`src/rtl/dsp48_dot_seq_if.sv`:
```
// Term/result stream bundle for dsp48_dot_seq.
//   slave  : the sequencer (consumes terms, produces results)
//   master : the stream source/sink driving it
// Signals:
//   len        term count, sampled with the first term of a product
//   in_valid   term valid          in_ready  term accepted when both high
//   in_a/in_b  signed term operands in_sub   subtract this term's product
//   out_valid  result valid        out_ready result consumed when both high
//   out_p      signed dot product
interface dsp48_dot_seq_if #(
  parameter int NBA = 24,
  parameter int NBB = 18,
  parameter int NBP = 48,
  parameter int LW  = 10
);
  logic [LW-1:0]         len;
  logic                  in_valid;
  logic                  in_ready;
  logic signed [NBA-1:0] in_a;
  logic signed [NBB-1:0] in_b;
  logic                  in_sub;
  logic                  out_valid;
  logic                  out_ready;
  logic signed [NBP-1:0] out_p;

  modport master (
    output len, in_valid, in_a, in_b, in_sub, out_ready,
    input  in_ready, out_valid, out_p
  );

  modport slave (
    input  len, in_valid, in_a, in_b, in_sub, out_ready,
    output in_ready, out_valid, out_p
  );
endinterface

```
`src/rtl/dsp48_dot_seq.sv`:
```
// Dot-product sequencer driving a dsp48_wrap (AREG=1, BREG=1, no D port)
// as a multiply-accumulate engine.
// Ports:
//   clock, reset  rising-edge clock, asynchronous active-high reset
//   s             term input / result output streams (slave modport)
//   dsp_a, dsp_b  registered multiplier operands to the DSP
//   dsp_mode      registered mode word: [3:2] 0=P=M, 2=P=M+P; [1:0] 3=subtract
//   dsp_p         accumulator output from the DSP
// A term accepted at edge k reaches DSP P at edge k+3; its mode word goes
// through one extra pipe stage so the DSP mode registers line up with M.
module dsp48_dot_seq #(
  parameter int NBA = 24,
  parameter int NBB = 18,
  parameter int NBP = 48,
  parameter int LW  = 10
) (
  input  logic                  clock,
  input  logic                  reset,
  dsp48_dot_seq_if.slave        s,
  output logic signed [NBA-1:0] dsp_a,
  output logic signed [NBB-1:0] dsp_b,
  output logic [4:0]            dsp_mode,
  input  logic signed [NBP-1:0] dsp_p
);

  // Bubble: zero operands accumulate nothing onto P.
  localparam logic [4:0] MODE_BUBBLE = 5'b01000;

  typedef enum logic [1:0] {
    IDLE  = 2'd0,
    ACC   = 2'd1,
    DRAIN = 2'd2,
    HOLD  = 2'd3
  } state_t;

  state_t                state_r, state_s;
  logic [LW-1:0]         cnt_r, cnt_s;
  logic [1:0]            drain_r, drain_s;
  logic                  in_ready_r, in_ready_s;
  logic                  out_valid_r, out_valid_s;
  logic signed [NBP-1:0] out_p_r, out_p_s;
  logic signed [NBA-1:0] dsp_a_r;
  logic signed [NBB-1:0] dsp_b_r;
  logic [4:0]            mode_pipe_r, dsp_mode_r;
  logic [4:0]            term_mode_s;
  logic                  accept_s;

  assign accept_s    = s.in_valid && in_ready_r;
  assign s.in_ready  = in_ready_r;
  assign s.out_valid = out_valid_r;
  assign s.out_p     = out_p_r;
  assign dsp_a       = dsp_a_r;
  assign dsp_b       = dsp_b_r;
  assign dsp_mode    = dsp_mode_r;

  // Mode word for the current cycle: first term loads P=M, later terms add/sub.
  always_comb begin
    term_mode_s = MODE_BUBBLE;
    if (accept_s) begin
      term_mode_s = {1'b0,
                     (state_r == IDLE) ? 2'b00 : 2'b10,
                     s.in_sub ? 2'b11 : 2'b00};
    end else begin
      term_mode_s = MODE_BUBBLE;
    end
  end

  // Next-state and control-register values.
  always_comb begin
    state_s     = state_r;
    cnt_s       = cnt_r;
    drain_s     = drain_r;
    out_valid_s = out_valid_r;
    out_p_s     = out_p_r;
    case (state_r)
      IDLE: begin
        if (accept_s) begin
          // len of 0 or 1 both mean a single-term product.
          if (s.len <= LW'(1)) begin
            cnt_s   = '0;
            drain_s = 2'd3;
            state_s = DRAIN;
          end else begin
            cnt_s   = s.len - LW'(1);
            state_s = ACC;
          end
        end else begin
          state_s = IDLE;
        end
      end
      ACC: begin
        if (accept_s) begin
          if (cnt_r == LW'(1)) begin
            cnt_s   = '0;
            drain_s = 2'd3;
            state_s = DRAIN;
          end else begin
            cnt_s = cnt_r - LW'(1);
          end
        end else begin
          state_s = ACC;
        end
      end
      DRAIN: begin
        // Counter reaches zero three edges after the last accept; the
        // final P is valid on dsp_p at the fourth edge.
        if (drain_r == 2'd0) begin
          out_p_s     = dsp_p;
          out_valid_s = 1'b1;
          state_s     = HOLD;
        end else begin
          drain_s = drain_r - 2'd1;
        end
      end
      HOLD: begin
        if (s.out_ready) begin
          out_valid_s = 1'b0;
          state_s     = IDLE;
        end else begin
          state_s = HOLD;
        end
      end
      default: begin
        state_s = IDLE;
      end
    endcase
    in_ready_s = (state_s == IDLE) || (state_s == ACC);
  end

  // State and control registers.
  always_ff @(posedge clock or posedge reset) begin
    if (reset) begin
      state_r     <= IDLE;
      cnt_r       <= '0;
      drain_r     <= 2'd0;
      in_ready_r  <= 1'b1;
      out_valid_r <= 1'b0;
      out_p_r     <= '0;
    end else begin
      state_r     <= state_s;
      cnt_r       <= cnt_s;
      drain_r     <= drain_s;
      in_ready_r  <= in_ready_s;
      out_valid_r <= out_valid_s;
      out_p_r     <= out_p_s;
    end
  end

  // DSP operand and mode pipeline; operands zero in bubble cycles.
  always_ff @(posedge clock or posedge reset) begin
    if (reset) begin
      dsp_a_r     <= '0;
      dsp_b_r     <= '0;
      mode_pipe_r <= MODE_BUBBLE;
      dsp_mode_r  <= MODE_BUBBLE;
    end else begin
      dsp_a_r     <= accept_s ? s.in_a : '0;
      dsp_b_r     <= accept_s ? s.in_b : '0;
      mode_pipe_r <= term_mode_s;
      dsp_mode_r  <= mode_pipe_r;
    end
  end

endmodule

```
`src/flat_wrapper.sv`:
```
// flat-port wrapper written by rule: the top's interface ports become plain ports
module dsp48_dot_seq_flat 
#(
  parameter int NBA = 24,
  parameter int NBB = 18,
  parameter int NBP = 48,
  parameter int LW  = 10
)
  (clock, reset, dsp_a, dsp_b, dsp_mode, dsp_p, s_len, s_in_valid, s_in_a, s_in_b, s_in_sub, s_out_ready, s_in_ready, s_out_valid, s_out_p);
  dsp48_dot_seq_if #(.NBA(NBA), .NBB(NBB), .NBP(NBP), .LW(LW)) s_i ();
  input  logic clock;
  input  logic reset;
  output logic signed [NBA-1:0] dsp_a;
  output logic signed [NBB-1:0] dsp_b;
  output logic [4:0] dsp_mode;
  input  logic signed [NBP-1:0] dsp_p;
  input wire logic [$bits(s_i.len)-1:0] s_len;
  input wire logic [$bits(s_i.in_valid)-1:0] s_in_valid;
  input wire logic [$bits(s_i.in_a)-1:0] s_in_a;
  input wire logic [$bits(s_i.in_b)-1:0] s_in_b;
  input wire logic [$bits(s_i.in_sub)-1:0] s_in_sub;
  input wire logic [$bits(s_i.out_ready)-1:0] s_out_ready;
  output wire logic [$bits(s_i.in_ready)-1:0] s_in_ready;
  output wire logic [$bits(s_i.out_valid)-1:0] s_out_valid;
  output wire logic [$bits(s_i.out_p)-1:0] s_out_p;
  assign s_i.len = s_len;
  assign s_i.in_valid = s_in_valid;
  assign s_i.in_a = s_in_a;
  assign s_i.in_b = s_in_b;
  assign s_i.in_sub = s_in_sub;
  assign s_i.out_ready = s_out_ready;
  assign s_in_ready = s_i.in_ready;
  assign s_out_valid = s_i.out_valid;
  assign s_out_p = s_i.out_p;
  dsp48_dot_seq #(.NBA(NBA), .NBB(NBB), .NBP(NBP), .LW(LW)) u_core (.clock(clock), .reset(reset), .s(s_i), .dsp_a(dsp_a), .dsp_b(dsp_b), .dsp_mode(dsp_mode), .dsp_p(dsp_p));
endmodule
```
`config.mk`:
```
export PLATFORM = sky130hd
export DESIGN_NAME = dsp48_dot_seq_flat
export DESIGN_NICKNAME = d
export VERILOG_FILES = /design/src/rtl/dsp48_dot_seq_if.sv /design/src/rtl/dsp48_dot_seq.sv /design/src/flat_wrapper.sv
export SDC_FILE = /design/constraint.sdc
export NUM_CORES = 1
export LEC_CHECK = 0
export ABC_AREA = 1
export CORE_MARGIN = 5
export CORE_UTILIZATION = 47
export CTS_BUF_LIST = sky130_fd_sc_hd__clkbuf_8
export DETAILED_ROUTE_END_ITERATION = 10
export PLACE_DENSITY_LB_ADDON = 0.2
export SYNTH_ARGS = -nofsm -noshare
export SYNTH_HDL_FRONTEND = slang
export SYNTH_SLANG_ARGS = --single-unit
```
`constraint.sdc`:
```
create_clock -name clock -period 8.17 [get_ports clock]
set_clock_uncertainty 0.15 [all_clocks]
set_input_delay 1.634 -clock clock [delete_from_list [all_inputs] [get_ports clock]]
set_output_delay 1.634 -clock clock [all_outputs]
set_load 0.05 [all_outputs]
```
**Run 1: signal wires by layer**

Two of the layers only.
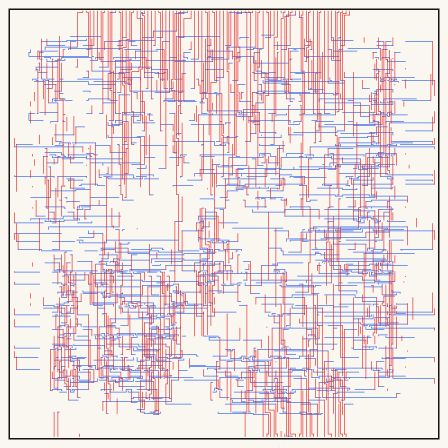
Key: metal 1 = blue [wire length 4960 um]; metal 2 = red [wire length 6120 um]

**Run 1: track usage over the die**

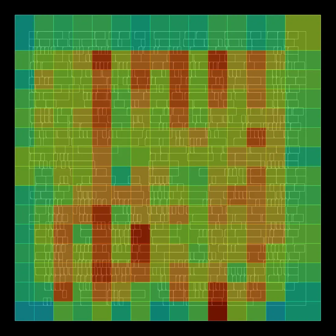
GRT met2 Usage: 35.2%
Avg WL per Cell: 14.0 um
Global Route met1 Usage: 25.8%
fin util: 71.4%
GRT Total Usage: 20.7%

**Run 1: the metal 4 layer**

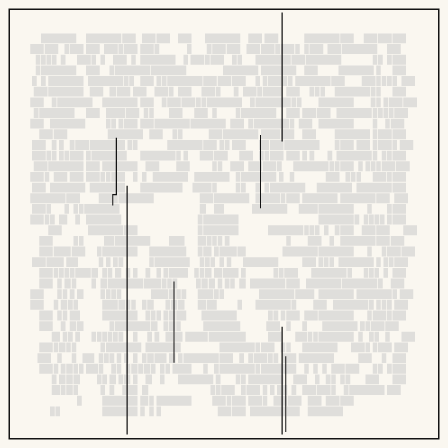
The layer carries 199 um of wire. The layer holds 1.6% of the routed length. The longest straight run is 63.2 um. 5 nets have wire on it.

==> flow_metrics.py, run 1 <==
# Physical implementation metrics
metrics = {
    "run_status": {
        "status": "completed",
    },
    "clocking": {
        "cts_setup_buffers": 0,
        "htreeDepth": 3,
        "clk_pin_slew_worst_paths_ns": 0.09,
        "clock_latency_ns": 0.36,
        "ctsHoldBuffers": 0,
        "tritoncts": "yes",
        "cts_buffers": 9,
        "clockBufferDepth": 2,
        "cts_sinks": 110,
        "cts_resized": 0,
        "root_buffer": "clkbuf_8",
    },
    "pwr": {
        "powerDensity_nw_per_um2": 373,
        "p_total_mw": 2.58,
        "vdd_ir_drop_max_mv": 0.196,
        "p_leak_nw": 3.47,
    },
    "logic_synthesis": {
        "yosys.area_share.simple_pct": 27.5,
        "yosys.area.top_type_share_pct": 57.8,
        "yosys_cells": 548,
        "netlist_instances": 548,
        "ys_area_um2": 4630,
        "syn_area_um2": 4630,
        "yosys.cell_count.top_type": "nand2_1",
        "yosys.area.top_type": "dfrtp_1",
        "ys_types": 25,
        "async_flop_share_pct": 100,
        "ff_type": "dfrtp_1",
        "yosys_warnings": 0,
        "edf_count": 0,
        "ys_sh_aoi_pct": 2.19,
        "common_cells": "nand2_1, dfrtp_1, inv_1",
        "synthMuxAreaShare_pct": 0,
        "synth_adder_area_share_pct": 1.35,
        "top_cells_by_area": "dfrtp_1, nand2_1, inv_1",
        "logic_family": "simple AND/OR/NAND/NOR gates",
        "ys_sh_xor_pct": 0.757,
        "ys.flops": 110,
        "avgSynthCellArea_um2": 8.45,
        "yosysSeqAreaShare_pct": 59.5,
    },
    "layout": {
        "nFillCells": 765,
        "drive_gt1_share_pct": 5.08,
        "diodes": 0,
        "nNetsFinal": 853,
        "synthToLayoutAreaGrowth_pct": 49.3,
        "instances_no_fill": 881,
    },
    "worst_setup_path": {
        "cp_num_buf_inv": 1,
        "critPathArrivalTime_ns": 1.76,
        "critPathTopFamily": "buffers and inverters",
        "critPathLaunchType": "register",
        "endpoint_kind": "output port",
        "crit_required_ns": 6.39,
        "crit_chain": "clkdlybuf4s50_1",
        "critPathMaxFanout": 2,
        "cp_slowest_cell": "clkdlybuf4s50_1",
        "cpPeakStageDelay_ns": 0.84,
        "worstSetupPathType": "reg -> out",
    },
    "grt": {
        "overflow": 0,
        "grt_pass1_wl_um": 19200,
        "grt_pass1_vias": 3899,
        "antenna_found_initial": 0,
        "grt_max_degree": 57,
    },
    "flow_run": {
        "cap_violations": 0,
        "openroad.warnings": 28,
    },
    "floorplan": {
        "boundaryPins": 202,
        "die_height_um": 109,
        "initial_utilization_pct": 47.8,
        "core_region_area_um2": 9680,
        "dieWidth_um": 109,
        "rows": 36,
        "chipArea_um2": 11900,
    },
    "timing": {
        "rsz0062_at_grt": "false",
        "finalHoldViolCount": 0,
        "relSlewSlack_pct": 39.9,
        "finalSetupViolations": 0,
        "fmax_mhz": 282,
        "worst_pin_slew_ns": 0.898,
        "min_period_ns": 3.54,
        "slew_violations": 0,
        "tns_ns": 0,
        "setup_slack_ns": 4.63,
        "min_period_over_period_pct": 43.4,
    },
    "place": {
        "post-place-ws_ns": 4.66,
        "gp_congestion": 0.815,
        "portBuffers": 199,
        "dpl.cell_count": 865,
        "dp_hpwl_um": 9510,
    },
    "min_path": {
        "holdCritPathClass": "reg -> reg",
    },
    "detailed_routing": {
        "routed_wirelength_um": 12300,
        "antenna_left": 0,
        "drt_first_pass_iters": 4,
        "route.detailed.drc": 0,
        "first_iter_violations": 228,
        "vias": 4049,
        "avgViaCountPerCell": 4.60,
    },
}
[run 1: placed cells by master (no fill, tap or decap), types with 5 or more instances in the layout]
master           Yosys  final
clkbuf_8             0     10
nand3_1             20     20
nor2_4               5      5
clkdlybuf4s50_1      0    199
inv_1               74     73
dfrtp_1            107    107
nor2_1              65     65
o21ai_0             11     11
nand2_1            215    215
ha_1                 5      5
[run 1: metal layers]
layer	global-route usage [%]	vias up	wire length [um]
li1	-	2004	-
met1	25.8	1869	4960
met2	35.2	161	6120
met3	4.74	15	1070
met4	7.66	0	198
met5	0	-	0
[run 1: area by class of cell]
cell class              instances  area, um2  area share (%)
repair buffers                201       2010            29.0
inverters                      77        292            4.22
clock inverters                 6       70.1            1.01
flip-flops and latches        110       2760            39.9
multi-input cells             344       1480            21.4
clock buffers                  10        138            1.99
well taps                     133        166            2.41
[run 1: metrics by stage]
step | hold slack, ns | area (um2)
after floorplan | 0.181 | 4630
after global placement | 0.183 | 6700
after detailed placement | 0.187 | 6700
after CTS | 0.215 | 6910
after global routing | 0.222 | 6910
final | 0.217 | 6910
[run 1: sequential cells by signal, summed over array words and instances, names as in the netlist]
| register | cells |
|---|---|
| u_core.s.in_ready | 1 |
| u_core.s.out_valid | 1 |
| u_core.cnt_r | 10 |
| u_core.mode_pipe_r | 2 |
| u_core.drain_r | 2 |
| u_core.dsp_b | 18 |
| u_core.state_r | 2 |
| u_core.dsp_mode | 2 |
| u_core.s.out_p | 48 |
| u_core.dsp_a | 24 |
[run 1: report_power, final]
part	switching (mW)	total (mW)	internal, mW
combinational	0.943	1.40	0.452
sequential	0.110	0.847	0.737
clock	0.182	0.335	0.152
total	1.24	2.58	1.34
[run 1: cells by family (layout without fill, tap and decap cells)]
kind of cell / after synthesis / after routing
other: 1 / 2
flip-flops: 110 / 110
buffers and inverters: 95 / 294
adder cells (fa/ha/maj): 5 / 5
AND/OR/NAND/NOR: 316 / 316
AND-OR/OR-AND: 17 / 17
XOR/XNOR: 4 / 4
[run 1: path summary, 6_finish.rpt]
check	to	start	slack, ns	cells past startpoint
min in group asynchronous	u_core.dsp_b[8]$_DFF_PP0_	reset	1.58	2
hold / removal	u_core.dsp_mode[1]$_DFF_PP0_	u_core.mode_pipe_r[1]$_DFF_PP0_	0.22	0
max in group asynchronous	u_core.dsp_a[14]$_DFF_PP0_	reset	5.14	3
setup reg to reg	u_core.s.out_p[17]$_DFFE_PP0P_	u_core.state_r[0]$_DFF_PP0_	5.69	5
setup / recovery	s_in_ready	u_core.s.in_ready$_DFF_PP1_	4.63	1
hold reg to reg	u_core.dsp_mode[1]$_DFF_PP0_	u_core.mode_pipe_r[1]$_DFF_PP0_	0.22	0
**Run 1: layout detail**

Region (69, 15) to (94, 40) um. Cells in grey, sequential cells in the stronger grey; small squares are vias.
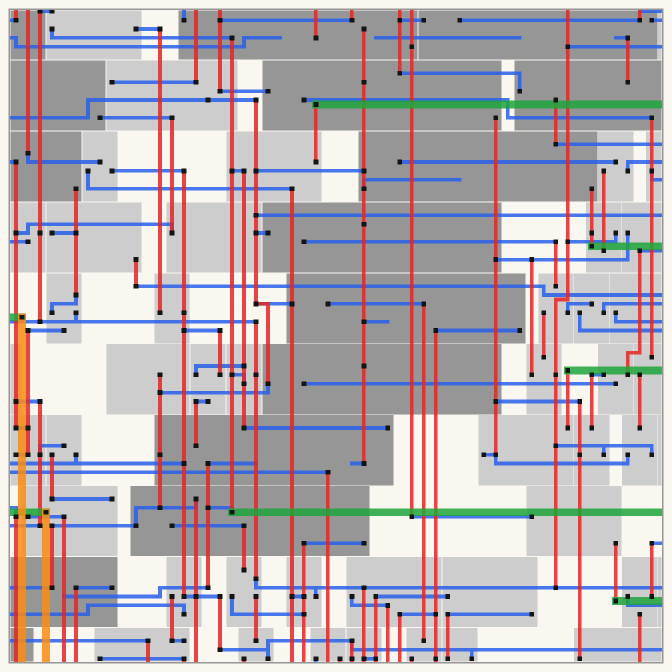

==> run 2: changes to the inputs <==
- CORE_UTILIZATION: 47 -> 44
- clock period: 8.17 -> 3.66 ns (I/O delays scaled with it)
**Run 2: layout detail**

Region (72, 16) to (97, 41) um. Cells in grey, sequential cells in the stronger grey; small squares are vias.
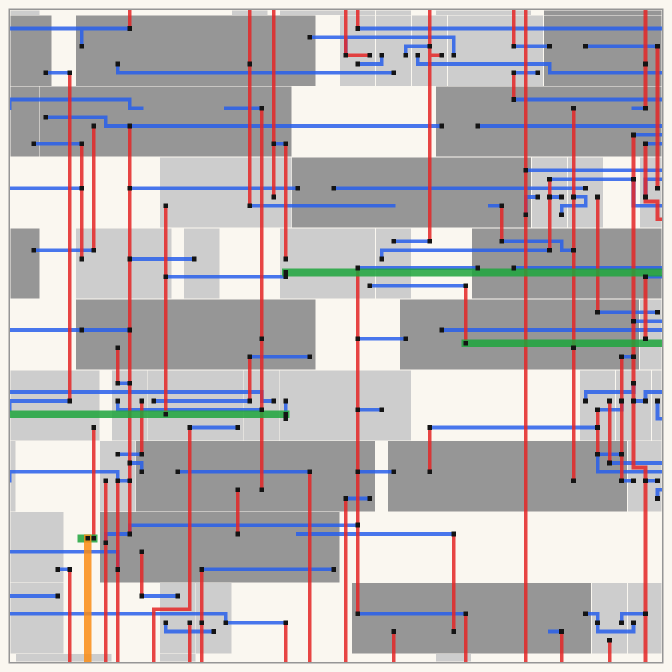
Key: metal 1 = blue; metal 3 = green; metal 4 = orange; metal 2 = red
Netlist names of flops here include `u_core.s.out_p` (10), `u_core.dsp_mode` (1). Most frequent: nand2_1 (16), dfrtp_1 (10), clkdlybuf4s50_1 (7). Sequential cells in the window: 11. 38 logic cells have their middle in the window.

==> run 2 against run 1 <==
Sequential share of layout area decreased by 0.10 points. Area after synthesis unchanged. Sequential power increased by 120%. Via count increased by 1.3%. Critical path depth unchanged. Flip-flop count unchanged. Largest cell class unchanged.
==> flow_metrics.py, run 2 <==
# Physical implementation metrics
metrics = {
    "clocking": {
        "cts_resized": 0,
        "tritoncts": "yes",
        "cts_sinks": 110,
        "clockBufferDepth": 2,
        "cts_buffers": 9,
        "clk_pin_slew_worst_paths_ns": 0.09,
        "ctsHoldBuffers": 0,
        "root_buffer": "clkbuf_8",
        "cts_setup_buffers": 0,
        "htreeDepth": 3,
        "clock_latency_ns": 0.37,
    },
    "worst_setup_path": {
        "critPathLaunchType": "register",
        "endpoint_kind": "output port",
        "reg2reg_slack_ns": 1.64,
        "cp_slowest_cell": "clkdlybuf4s50_1",
        "worstSetupPathType": "reg -> out",
        "cpPeakStageDelay_ns": 0.83,
        "worstRegToRegCells": 6,
        "crit_chain": "clkdlybuf4s50_1",
        "cp_num_buf_inv": 1,
        "timing.rr.start": "u_core.drain_r[0]$_DFFE_PP0P_",
        "critPathTopFamily": "buffers and inverters",
        "critPathMaxFanout": 2,
        "critPathArrivalTime_ns": 1.73,
        "r2r-end": "u_core.s.out_p[5]$_DFFE_PP0P_",
        "crit_required_ns": 2.78,
    },
    "min_path": {
        "hp-start": "u_core.mode_pipe_r[1]$_DFF_PP0_",
        "hold_path_end": "u_core.dsp_mode[1]$_DFF_PP0_",
        "holdCritPathClass": "reg -> reg",
        "whs_path_depth": 0,
    },
    "layout": {
        "nFillCells": 843,
        "instances_no_fill": 887,
        "drive_gt1_share_pct": 4.93,
        "most-common-layout-cells": "nand2_1, clkdlybuf4s50_1, dfrtp_1",
        "largest_register_ffs": 48,
        "synthToLayoutAreaGrowth_pct": 49.6,
        "layout_top_cell": "nand2_1",
        "diodes": 0,
        "nNetsFinal": 856,
    },
    "run_status": {
        "status": "completed",
    },
    "place": {
        "portBuffers": 199,
        "dp_hpwl_um": 9180,
        "post-place-ws_ns": 1.12,
        "gp_congestion": 0.855,
        "dpl.cell_count": 871,
    },
    "logic_synthesis": {
        "yosys.cell_count.top_type": "nand2_1",
        "yosysSeqAreaShare_pct": 59.5,
        "netlist_instances": 548,
        "yosys_warnings": 0,
        "yosys.area.top_type_share_pct": 57.8,
        "async_flop_share_pct": 100,
        "ys.flops": 110,
        "top_cells_by_area": "dfrtp_1, nand2_1, inv_1",
        "ff_type": "dfrtp_1",
        "syn_area_um2": 4630,
        "yosys.area.top_type": "dfrtp_1",
        "ys_types": 25,
        "edf_count": 0,
        "yosys_cells": 548,
        "common_cells": "nand2_1, dfrtp_1, inv_1",
        "avgSynthCellArea_um2": 8.45,
        "ys_area_um2": 4630,
    },
    "timing": {
        "min_period_ns": 2.61,
        "rsz0062_at_grt": "false",
        "relSlewSlack_pct": 50.6,
        "tns_ns": 0,
        "setup_slack_ns": 1.05,
        "min_period_over_period_pct": 71.4,
        "finalSetupViolations": 0,
        "fmax_mhz": 382,
        "slew_violations": 0,
        "worst_pin_slew_ns": 0.740,
        "finalHoldViolCount": 0,
    },
    "pwr": {
        "p_int_mw": 2.97,
        "clockPowerShare_pct": 12.4,
        "seqPwrFrac_pct": 33.0,
        "switching_share_pct": 47.9,
        "p_comb_share_pct": 54.5,
        "power_switching_mw": 2.73,
        "vdd_ir_drop_max_mv": 0.461,
        "p_leak_nw": 3.49,
        "powerDensity_nw_per_um2": 824,
    },
    "grt": {
        "overflow": 0,
        "grt_pass1_wl_um": 20300,
        "antenna_found_initial": 0,
        "grt_max_degree": 50,
        "grt_pass1_vias": 4173,
        "grt_usage_pct": 19.6,
    },
    "floorplan": {
        "die_height_um": 113,
        "core_region_area_um2": 10300,
        "dieWidth_um": 113,
        "chipArea_um2": 12700,
        "boundaryPins": 202,
        "initial_utilization_pct": 45.0,
        "rows": 37,
    },
    "detailed_routing": {
        "routed_wirelength_um": 12200,
        "first_iter_violations": 271,
        "drt_first_pass_iters": 4,
        "antenna_left": 0,
        "route.detailed.drc": 0,
        "vias": 4100,
        "avgViaCountPerCell": 4.62,
        "wl_per_cell_um": 13.8,
    },
    "flow_run": {
        "cap_violations": 0,
        "openroad.warnings": 28,
    },
}
## run 2: cell counts after synthesis
No cell type changed its count.
## run 2: how the worst max path moves through the flow
stage                                               end                    startpoint  depth (start not counted)
after floorplan             u_core.cnt_r[0]$_DFFE_PP0P_                         reset                          1
after global placement    u_core.drain_r[0]$_DFFE_PP0P_                      s_len[0]                         12
after detailed placement  u_core.drain_r[0]$_DFFE_PP0P_                      s_len[0]                         12
after CTS                                    s_in_ready   u_core.s.in_ready$_DFF_PP1_                          1
after global routing                        dsp_mode[3]  u_core.dsp_mode[3]$_DFF_PP1_                          1
final                                        s_in_ready   u_core.s.in_ready$_DFF_PP1_                          1
## run 2: cells by family (layout without fill, tap and decap cells)
logic type / count (synthesis) / after routing / synth area share [%]
adders and majority gates: 5 / 5 / 1.35
xor gates and xnor gates: 4 / 4 / 0.757
buffers and inverters: 95 / 297 / 8.54
and+or+nand+nor: 316 / 316 / 27.5
other: 1 / 2 / 0.0810
AOI/OAI and AO/OA: 17 / 17 / 2.19
DFF: 110 / 110 / 59.5
## run 2: routing by layer
metal  GRT usage (%)  wire length [um]  vias up
met1            24.1              5080     1909
met2            32.5              5850      163
met3            7.12               981       21
li1                -                 -     2007
met4            5.61               290        0
met5               0                 0        -
## run 2: power groups by stage
| stage | logic [mW] | clock network (mW) | registers [mW] |
|---|---|---|---|
| floorplan | 0.816 | 0 | 3.13 |
| global placement | 3.08 | 0 | 1.89 |
| detailed placement | 3.13 | 0 | 1.91 |
| CTS | 3.14 | 0.734 | 1.88 |
| global route | 3.33 | 0.791 | 1.94 |
| finish | 3.11 | 0.710 | 1.89 |
## run 2: per-stage QoR
stage / util (%) / area, um2 / power [mW] / hold slack, ns
after detailed placement: 65.6 / 6740 / 5.04 / 0.194
final: 67.4 / 6930 / 5.71 / 0.208
after global routing: 67.4 / 6930 / 6.06 / 0.219
after CTS: 67.4 / 6930 / 5.76 / 0.211
after global placement: 65.6 / 6740 / 4.97 / 0.183
after floorplan: - / 4640 / 3.94 / 0.181
## run 2: area by class of cell
type | instances | area, um2 | share of cell area (%)
clock buffers | 9 | 124 | 1.79
clock inverters | 7 | 61.3 | 0.885
inverters | 77 | 293 | 4.23
multi-input cells | 344 | 1480 | 21.4
flip-flops and latches | 110 | 2760 | 39.8
well taps | 136 | 170 | 2.46
repair buffers | 204 | 2040 | 29.5
No activity file was given, so power comes from the tool's default toggle rates.
